[src/rtl/png_chunk_ctrl_pkg.sv]
// Shared types and constants for the PNG chunk framer.
// Optional build macro: PNG_SIG_EN adds the two PNG signature states.
package png_chunk_ctrl_pkg;

    localparam int DATA_WD = 32;
    localparam int LEN_WD  = 32;
    localparam int CNT_WD  = LEN_WD - 2;

    localparam logic [DATA_WD-1:0] PNG_SIG0 = 32'h89504E47;
    localparam logic [DATA_WD-1:0] PNG_SIG1 = 32'h0D0A1A0A;

    localparam logic [DATA_WD-1:0] TYP_IHDR = 32'h49484452;
    localparam logic [DATA_WD-1:0] TYP_IDAT = 32'h49444154;
    localparam logic [DATA_WD-1:0] TYP_IEND = 32'h49454E44;

    typedef enum logic [2:0] {
        ST_IDLE = 3'd0,
        ST_LEN  = 3'd1,
        ST_TYPE = 3'd2,
        ST_DATA = 3'd3,
        ST_WCRC = 3'd4,
        ST_CRC  = 3'd5
`ifdef PNG_SIG_EN
        ,
        ST_SIG0 = 3'd6,
        ST_SIG1 = 3'd7
`endif
    } state_e;

endpackage

[src/rtl/png_chunk_ctrl_if.sv]
// Payload, output-stream and crc32-engine signals of the chunk framer.
// master = framer side, slave = producer / writer / crc32 side.
interface png_chunk_ctrl_if;
    import png_chunk_ctrl_pkg::*;

    logic               pld_val_i;
    logic [DATA_WD-1:0] pld_dat_i;
    logic               pld_rdy_o;

    logic               out_val_o;
    logic [DATA_WD-1:0] out_dat_o;
    logic               out_rdy_i;

    logic               crc_start_o;
    logic               crc_val_o;
    logic [DATA_WD-1:0] crc_dat_o;
    logic               crc_lst_o;
    logic               crc_done_i;
    logic               crc_val_i;
    logic [DATA_WD-1:0] crc_dat_i;

    modport master (
        input  pld_val_i, pld_dat_i, out_rdy_i, crc_done_i, crc_val_i, crc_dat_i,
        output pld_rdy_o, out_val_o, out_dat_o, crc_start_o, crc_val_o, crc_dat_o, crc_lst_o
    );

    modport slave (
        output pld_val_i, pld_dat_i, out_rdy_i, crc_done_i, crc_val_i, crc_dat_i,
        input  pld_rdy_o, out_val_o, out_dat_o, crc_start_o, crc_val_o, crc_dat_o, crc_lst_o
    );

endinterface

[src/rtl/png_chunk_ctrl.sv]
// PNG chunk framer: LENGTH, TYPE, payload, CRC words on a valid/ready stream,
// driving an external crc32 engine over TYPE+payload.
// Optional build macro: PNG_SIG_EN emits the PNG signature once after reset.
//
//  state | meaning
//  IDLE  | waiting for start_i
//  SIG0  | signature word 0 (PNG_SIG_EN only, first chunk after reset)
//  SIG1  | signature word 1 (PNG_SIG_EN only, first chunk after reset)
//  LEN   | length word, not hashed
//  TYPE  | type word, hashed
//  DATA  | payload pass-through, hashed
//  WCRC  | waiting for crc32 result
//  CRC   | CRC word
module png_chunk_ctrl
    import png_chunk_ctrl_pkg::*;
(
    input  logic              clk,
    input  logic              rst,
    input  logic              start_i,
    input  logic [31:0]       typ_i,
    input  logic [LEN_WD-1:0] len_i,
    output logic              busy_o,
    output logic              err_o,
    output logic              done_o,
    png_chunk_ctrl_if.master  bus
);

    localparam logic [CNT_WD-1:0] CNT_ONE = CNT_WD'(1);

    state_e             state_q;
    logic [LEN_WD-1:0]  len_q;
    logic [31:0]        typ_q;
    logic [CNT_WD-1:0]  cnt_q;
    logic [31:0]        crc_q;
    logic               cap_q;
    logic               arm_q;
    logic               crc_start_q;
    logic               err_q;
    logic               done_q;
`ifdef PNG_SIG_EN
    logic               sig_pend_q;
`endif

    logic               out_val;
    logic [31:0]        out_dat;
    logic               pld_rdy;
    logic               crc_val;
    logic [31:0]        crc_dat;
    logic               crc_lst;
    logic               fire;
    logic               cap_now;
    logic               crc_ready;

    // Output word mux and crc32 feed, decoded from the current state.
    always_comb begin
        out_val = 1'b0;
        out_dat = '0;
        pld_rdy = 1'b0;
        crc_val = 1'b0;
        crc_dat = typ_q;
        crc_lst = 1'b0;
        case (state_q)
`ifdef PNG_SIG_EN
            ST_SIG0: begin
                out_val = 1'b1;
                out_dat = PNG_SIG0;
            end
            ST_SIG1: begin
                out_val = 1'b1;
                out_dat = PNG_SIG1;
            end
`endif
            ST_LEN: begin
                out_val = 1'b1;
                out_dat = len_q;
            end
            ST_TYPE: begin
                out_val = 1'b1;
                out_dat = typ_q;
                crc_val = bus.out_rdy_i;
                crc_lst = bus.out_rdy_i & (cnt_q == '0);
            end
            ST_DATA: begin
                out_val = bus.pld_val_i;
                out_dat = bus.pld_dat_i;
                pld_rdy = bus.out_rdy_i;
                crc_val = bus.pld_val_i & bus.out_rdy_i;
                crc_dat = bus.pld_dat_i;
                crc_lst = bus.pld_val_i & bus.out_rdy_i & (cnt_q == CNT_ONE);
            end
            ST_CRC: begin
                out_val = 1'b1;
                out_dat = crc_q;
            end
            default: ;
        endcase
    end

    assign fire      = out_val & bus.out_rdy_i;
    // A result may arrive in the same cycle the last word is hashed.
    assign cap_now   = bus.crc_val_i & (arm_q | crc_lst);
    assign crc_ready = cap_q | cap_now;

    assign bus.out_val_o   = out_val;
    assign bus.out_dat_o   = out_dat;
    assign bus.pld_rdy_o   = pld_rdy;
    assign bus.crc_val_o   = crc_val;
    assign bus.crc_dat_o   = crc_dat;
    assign bus.crc_lst_o   = crc_lst;
    assign bus.crc_start_o = crc_start_q;
    assign busy_o          = (state_q != ST_IDLE);
    assign err_o           = err_q;
    assign done_o          = done_q;

    // Chunk sequencer with word counter, CRC capture and registered pulses.
    always_ff @(posedge clk) begin
        if (rst) begin
            state_q     <= ST_IDLE;
            len_q       <= '0;
            typ_q       <= '0;
            cnt_q       <= '0;
            crc_q       <= '0;
            cap_q       <= 1'b0;
            arm_q       <= 1'b0;
            crc_start_q <= 1'b0;
            err_q       <= 1'b0;
            done_q      <= 1'b0;
`ifdef PNG_SIG_EN
            sig_pend_q  <= 1'b1;
`endif
        end else begin
            crc_start_q <= 1'b0;
            err_q       <= 1'b0;
            done_q      <= 1'b0;

            if (cap_now) begin
                crc_q <= bus.crc_dat_i;
                cap_q <= 1'b1;
            end
            if (crc_lst) begin
                arm_q <= 1'b1;
            end else if (bus.crc_done_i) begin
                arm_q <= 1'b0;
            end

            case (state_q)
                ST_IDLE: begin
                    if (start_i) begin
                        if (len_i[1:0] != 2'b00) begin
                            err_q <= 1'b1;
                        end else begin
                            typ_q       <= typ_i;
                            len_q       <= len_i;
                            cnt_q       <= len_i[LEN_WD-1:2];
                            crc_start_q <= 1'b1;
                            cap_q       <= 1'b0;
                            arm_q       <= 1'b0;
`ifdef PNG_SIG_EN
                            state_q     <= sig_pend_q ? ST_SIG0 : ST_LEN;
`else
                            state_q     <= ST_LEN;
`endif
                        end
                    end
                end
`ifdef PNG_SIG_EN
                ST_SIG0: if (fire) state_q <= ST_SIG1;
                ST_SIG1: begin
                    if (fire) begin
                        sig_pend_q <= 1'b0;
                        state_q    <= ST_LEN;
                    end
                end
`endif
                ST_LEN: if (fire) state_q <= ST_TYPE;
                ST_TYPE: begin
                    if (fire) begin
                        if (cnt_q != '0) state_q <= ST_DATA;
                        else             state_q <= crc_ready ? ST_CRC : ST_WCRC;
                    end
                end
                ST_DATA: begin
                    if (fire) begin
                        cnt_q <= cnt_q - CNT_ONE;
                        if (cnt_q == CNT_ONE) state_q <= crc_ready ? ST_CRC : ST_WCRC;
                    end
                end
                ST_WCRC: if (crc_ready) state_q <= ST_CRC;
                ST_CRC: begin
                    if (fire) begin
                        done_q  <= 1'b1;
                        cap_q   <= 1'b0;
                        state_q <= ST_IDLE;
                    end
                end
                default: state_q <= ST_IDLE;
            endcase
        end
    end

endmodule

[src/flat_wrapper.sv]
// flat-port wrapper written by rule: the top's interface ports become plain ports
module png_chunk_ctrl_flat import png_chunk_ctrl_pkg::*;
  (clk, rst, start_i, typ_i, len_i, busy_o, err_o, done_o, bus_pld_val_i, bus_pld_dat_i, bus_out_rdy_i, bus_crc_done_i, bus_crc_val_i, bus_crc_dat_i, bus_pld_rdy_o, bus_out_val_o, bus_out_dat_o, bus_crc_start_o, bus_crc_val_o, bus_crc_dat_o, bus_crc_lst_o);
  png_chunk_ctrl_if bus_i ();
  input  logic clk;
  input  logic rst;
  input  logic start_i;
  input  logic [31:0] typ_i;
  input  logic [LEN_WD-1:0] len_i;
  output logic busy_o;
  output logic err_o;
  output logic done_o;
  input wire logic [$bits(bus_i.pld_val_i)-1:0] bus_pld_val_i;
  input wire logic [$bits(bus_i.pld_dat_i)-1:0] bus_pld_dat_i;
  input wire logic [$bits(bus_i.out_rdy_i)-1:0] bus_out_rdy_i;
  input wire logic [$bits(bus_i.crc_done_i)-1:0] bus_crc_done_i;
  input wire logic [$bits(bus_i.crc_val_i)-1:0] bus_crc_val_i;
  input wire logic [$bits(bus_i.crc_dat_i)-1:0] bus_crc_dat_i;
  output wire logic [$bits(bus_i.pld_rdy_o)-1:0] bus_pld_rdy_o;
  output wire logic [$bits(bus_i.out_val_o)-1:0] bus_out_val_o;
  output wire logic [$bits(bus_i.out_dat_o)-1:0] bus_out_dat_o;
  output wire logic [$bits(bus_i.crc_start_o)-1:0] bus_crc_start_o;
  output wire logic [$bits(bus_i.crc_val_o)-1:0] bus_crc_val_o;
  output wire logic [$bits(bus_i.crc_dat_o)-1:0] bus_crc_dat_o;
  output wire logic [$bits(bus_i.crc_lst_o)-1:0] bus_crc_lst_o;
  assign bus_i.pld_val_i = bus_pld_val_i;
  assign bus_i.pld_dat_i = bus_pld_dat_i;
  assign bus_i.out_rdy_i = bus_out_rdy_i;
  assign bus_i.crc_done_i = bus_crc_done_i;
  assign bus_i.crc_val_i = bus_crc_val_i;
  assign bus_i.crc_dat_i = bus_crc_dat_i;
  assign bus_pld_rdy_o = bus_i.pld_rdy_o;
  assign bus_out_val_o = bus_i.out_val_o;
  assign bus_out_dat_o = bus_i.out_dat_o;
  assign bus_crc_start_o = bus_i.crc_start_o;
  assign bus_crc_val_o = bus_i.crc_val_o;
  assign bus_crc_dat_o = bus_i.crc_dat_o;
  assign bus_crc_lst_o = bus_i.crc_lst_o;
  png_chunk_ctrl u_core (.clk(clk), .rst(rst), .start_i(start_i), .typ_i(typ_i), .len_i(len_i), .busy_o(busy_o), .err_o(err_o), .done_o(done_o), .bus(bus_i));
endmodule
[config.mk]
export PLATFORM = sky130hd
export DESIGN_NAME = png_chunk_ctrl_flat
export DESIGN_NICKNAME = d
export VERILOG_FILES = /design/src/rtl/png_chunk_ctrl_pkg.sv /design/src/rtl/png_chunk_ctrl_if.sv /design/src/rtl/png_chunk_ctrl.sv /design/src/flat_wrapper.sv
export SDC_FILE = /design/constraint.sdc
export NUM_CORES = 1
export LEC_CHECK = 0
export CAP_MARGIN = 0
export CORE_ASPECT_RATIO = 0.5
export CORE_MARGIN = 3
export CORE_UTILIZATION = 45
export CTS_CLUSTER_SIZE = 10
export DETAILED_ROUTE_END_ITERATION = 16
export PLACE_DENSITY = 0.8
export SLEW_MARGIN = 15
export SYNTH_ARGS = -nofsm -noshare
export SYNTH_HDL_FRONTEND = slang
export SYNTH_SLANG_ARGS = --single-unit
[constraint.sdc]
create_clock -name clk -period 2.3 [get_ports clk]
set_input_delay 0.46 -clock clk [delete_from_list [all_inputs] [get_ports clk]]
set_output_delay 0.46 -clock clk [all_outputs]
set_load 0.01 [all_outputs]
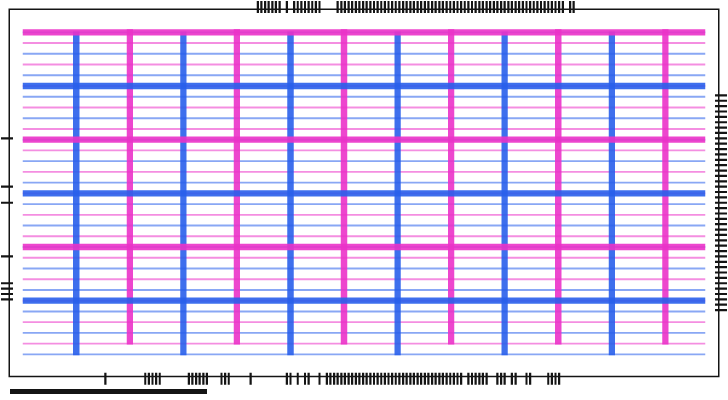
floorplan.png
Scale bar: 50 um. Pins as bars on the die edge.
[magenta] VDD
[blue] VSS
rows: 30
met5 straps: 6
met1 rails: 31
die height: 92.7 um
core box area: 14100 um^2
die width: 179 um

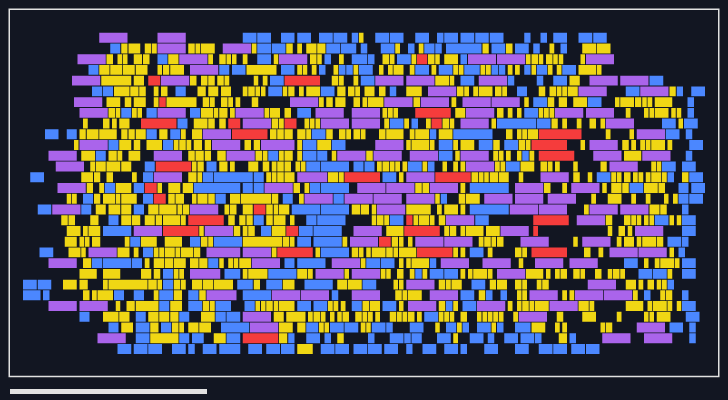
class_map.png
Scale bar: 50 um.
[purple] registers | cells: 134 | share of their area: 27%
[yellow] remaining logic cells | cells: 711 | share of their area: 39%
[red] clock drivers and dummy loads | cells: 31 | share of their area: 5.5%
[blue] remaining buffers and delay cells | cells: 307 | share of their area: 29%
fin util: 73.5%
flop share of the area: 26.0%
row cnt: 30
design area: 10400 um^2

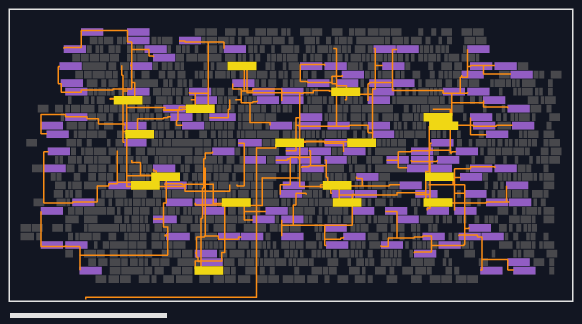
clock_wires.png
Scale bar: 50 um.
[yellow] clock-net drivers | count: 17
[purple] flip-flops | count: 134
[orange] clock wires | length: 1860 um
routed clock nets: 18
P_clk: 0.00263 W
clock group share of total power: 30.3%

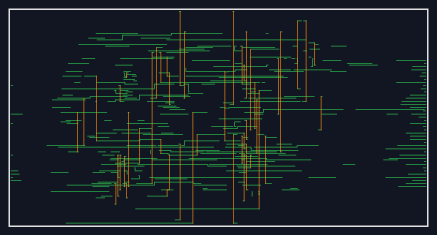
layers.png
Two of the layers only.
[orange] M4 | wire length: 1010 um
[green] M3 | wire length: 2810 um
All-Layer GR Usage: 30.9%
DR WL/cell: 19.9 um
vias: 8121
total routed wirelength: 27.4 mm

==> impl_metrics.csv <==
group,metric,value,unit
outcome,status,"finished, violations left",
outcome,violations,"negative setup slack",
synth,simple_gate_area_share,29.7,%
flow_run,warning_count,30,
layout,n_all_inverters,10,
synth,syn-instance-count,912,
worst_hold_path,hold_path_end,"u_core.crc_q[27]",
route,topRoutingLayerUsed,"met4",
worst_setup_path,cp_max_fo,3,
synth,edf_count,0,
synth,syn_area,6770,um^2
worst_setup_path,reg2reg_depth,10,
timing,final.setup.tns,-0.140,ns
clocking,htreeDepth,4,
global_routing,grt_max_degree,87,
route,drt_iter0_drc,1247,
clocking,clkTransAtPathRegs,0.06,ns
clocking,cts_tree,"built",
worst_setup_path,cpPeakStageDelay,0.36,ns
power_and_ir_drop,power_density,835,nW/um^2
worst_hold_path,min_from,"rst",
timing,fin_worst_skew,0.0104,ns
place,place_ws,-0.158,ns
synth,top_cells_by_area,"dfxtp_1 40%, nand2_1 16%, a21oi_1 6.1%, mux2i_1 4.9%, a22oi_1 4.0%",
route,wl_met1,10.8,mm
worst_setup_path,reg2reg_setup_slack,-0.05,ns
timing,fmaxAchievable,418,MHz
layout,clock_area_share,5.34,%
worst_setup_path,worst_path_max_delay_cell,"dfxtp_4",
worst_setup_path,r2r-end,"u_core.crc_q[29]",
die,num_tap_cells,192,
timing,hold_viol,0,
timing,setup_slack,-0.0905,ns
clocking,cts.sinks,134,
global_routing,grt.busiest_layer,"met2",
layout,final_cell_count_no_fill,1377,
layout,antennaDiodeCount,2,
layout,largestRegisters,"u_core.crc_q x32, u_core.len_q x32, u_core.typ_q x32",
synth,aoi_share,20.2,%
layout,drive_gt1_share,21.4,%
synth,ff_type,"dfxtp_1",
worst_hold_path,hold_class,"in -> reg",
worst_setup_path,start_kind,"flop",
synth,avgSynthCellArea,7.42,um^2
clocking,cts_buffer_depth,2,
route,via_per_inst,5.90,
layout,seq_area,2690,um^2
worst_setup_path,cp.arrival,1.93,ns
place,place_inst,1314,
layout,logic_gate_count,701,
timing,finalCritPeriodShare,104,%
timing,worst_pin_slew,0.411,ns
global_routing,grt_pass1_vias,7613,
power_and_ir_drop,p_leak,4.55,nW
global_routing,met1_usage,39.4,%
power_and_ir_drop,peakVddDrop,524,uV
route,wl_met3,2.81,mm
timing,setup_viol_count_final,2,
synth,ys_sh_mux,5.05,%
clocking,cts_buffers,17,
synth,top_area_share,39.7,%
synth,syn-num-nets,1050,
timing,holdWs,0.444,ns
synth,ys_chip_area,6770,um^2
layout,comb_share,38.0,%
layout,combGateArea,3950,um^2
synth,async_flop_share,0,%
synth,yosys.area_share.adder,0.555,%
synth,ys_sh_xor,0,%
global_routing,antenna_found_initial,2,
worst_setup_path,end_kind,"output pin",
synth,ys_types,67,
layout,dominant_cells,"combinational gates",
layout,seq_cells,134,
timing,fin_crit,2.39,ns
timing,final-max-slew-violation-count,0,
timing,rsz0062_at_grt,"yes",
route,first_pass_iters,6,
layout,lay_top_cells,"278 x nand2_1, 136 x clkdlybuf4s50_1, 129 x dfxtp_1, 83 x a21oi_1, 71 x buf_4",
place,placed_cell_area,9490,um^2
synth,yosysCellCount,912,
layout,layout.nonclk_buf_share,27.9,%
worst_setup_path,crit_chain,"nor4_4, and4_4, nand2_4, a211oi_4, buf_2",
die,io_pins,207,
[synthesized netlist by cell type (4+ instances only)]
| cell | n |
|---|---|
| nand3_1 | 41 |
| buf_2 | 8 |
| o22ai_1 | 4 |
| buf_6 | 4 |
| and2_1 | 5 |
| o21ai_0 | 26 |
| o31ai_1 | 7 |
| a211oi_1 | 5 |
| nor2_1 | 63 |
| inv_1 | 10 |
| and3_1 | 4 |
| mux2i_1 | 33 |
| a31oi_1 | 4 |
| nor3_1 | 13 |
| nand2b_1 | 4 |
| nor2b_1 | 4 |
| dfxtp_1 | 134 |
| clkbuf_1 | 50 |
| nor4_1 | 5 |
| nand2_1 | 287 |
| a22oi_1 | 36 |
| o41ai_1 | 4 |
| o211ai_1 | 6 |
| a32o_1 | 6 |
| buf_1 | 5 |
| nand4_1 | 5 |
| a21oi_1 | 83 |
[repair_timing]
| item | 4_1_cts | 5_1_grt |
|---|---|---|
| pin swaps | 5 | 14 |
| setup endpoints to repair | 69 | 51 |
| gates resized | 219 | 83 |
| setup buffers | 15 | 9 |
| gates cloned | 6 | 1 |
[where the power goes]
group | internal (W) | switching, W | total (W)
Combinational | 0.00155 | 0.00187 | 0.00342
Clock | 0.00149 | 0.00113 | 0.00263
Sequential | 0.00248 | 0.000131 | 0.00261
[worst max-delay path by stage]
| stage | endpoint | depth (start not counted) | startpoint |
|---|---|---|---|
| 6_report | bus_crc_lst_o | 5 | u_core.cnt_q[11] |
| 5_1_grt | u_core.crc_q[29] | 10 | u_core.state_q[1] |
| 4_1_cts | bus_crc_val_o | 6 | u_core.state_q[1] |
| 3_5_place_dp | bus_crc_lst_o | 5 | u_core.cnt_q[22] |
| 3_3_place_gp | bus_crc_lst_o | 4 | bus_pld_val_i |
| 2_1_floorplan | bus_crc_dat_o[10] | 7 | u_core.state_q[1] |
Power is estimated from default activity; no workload was simulated.
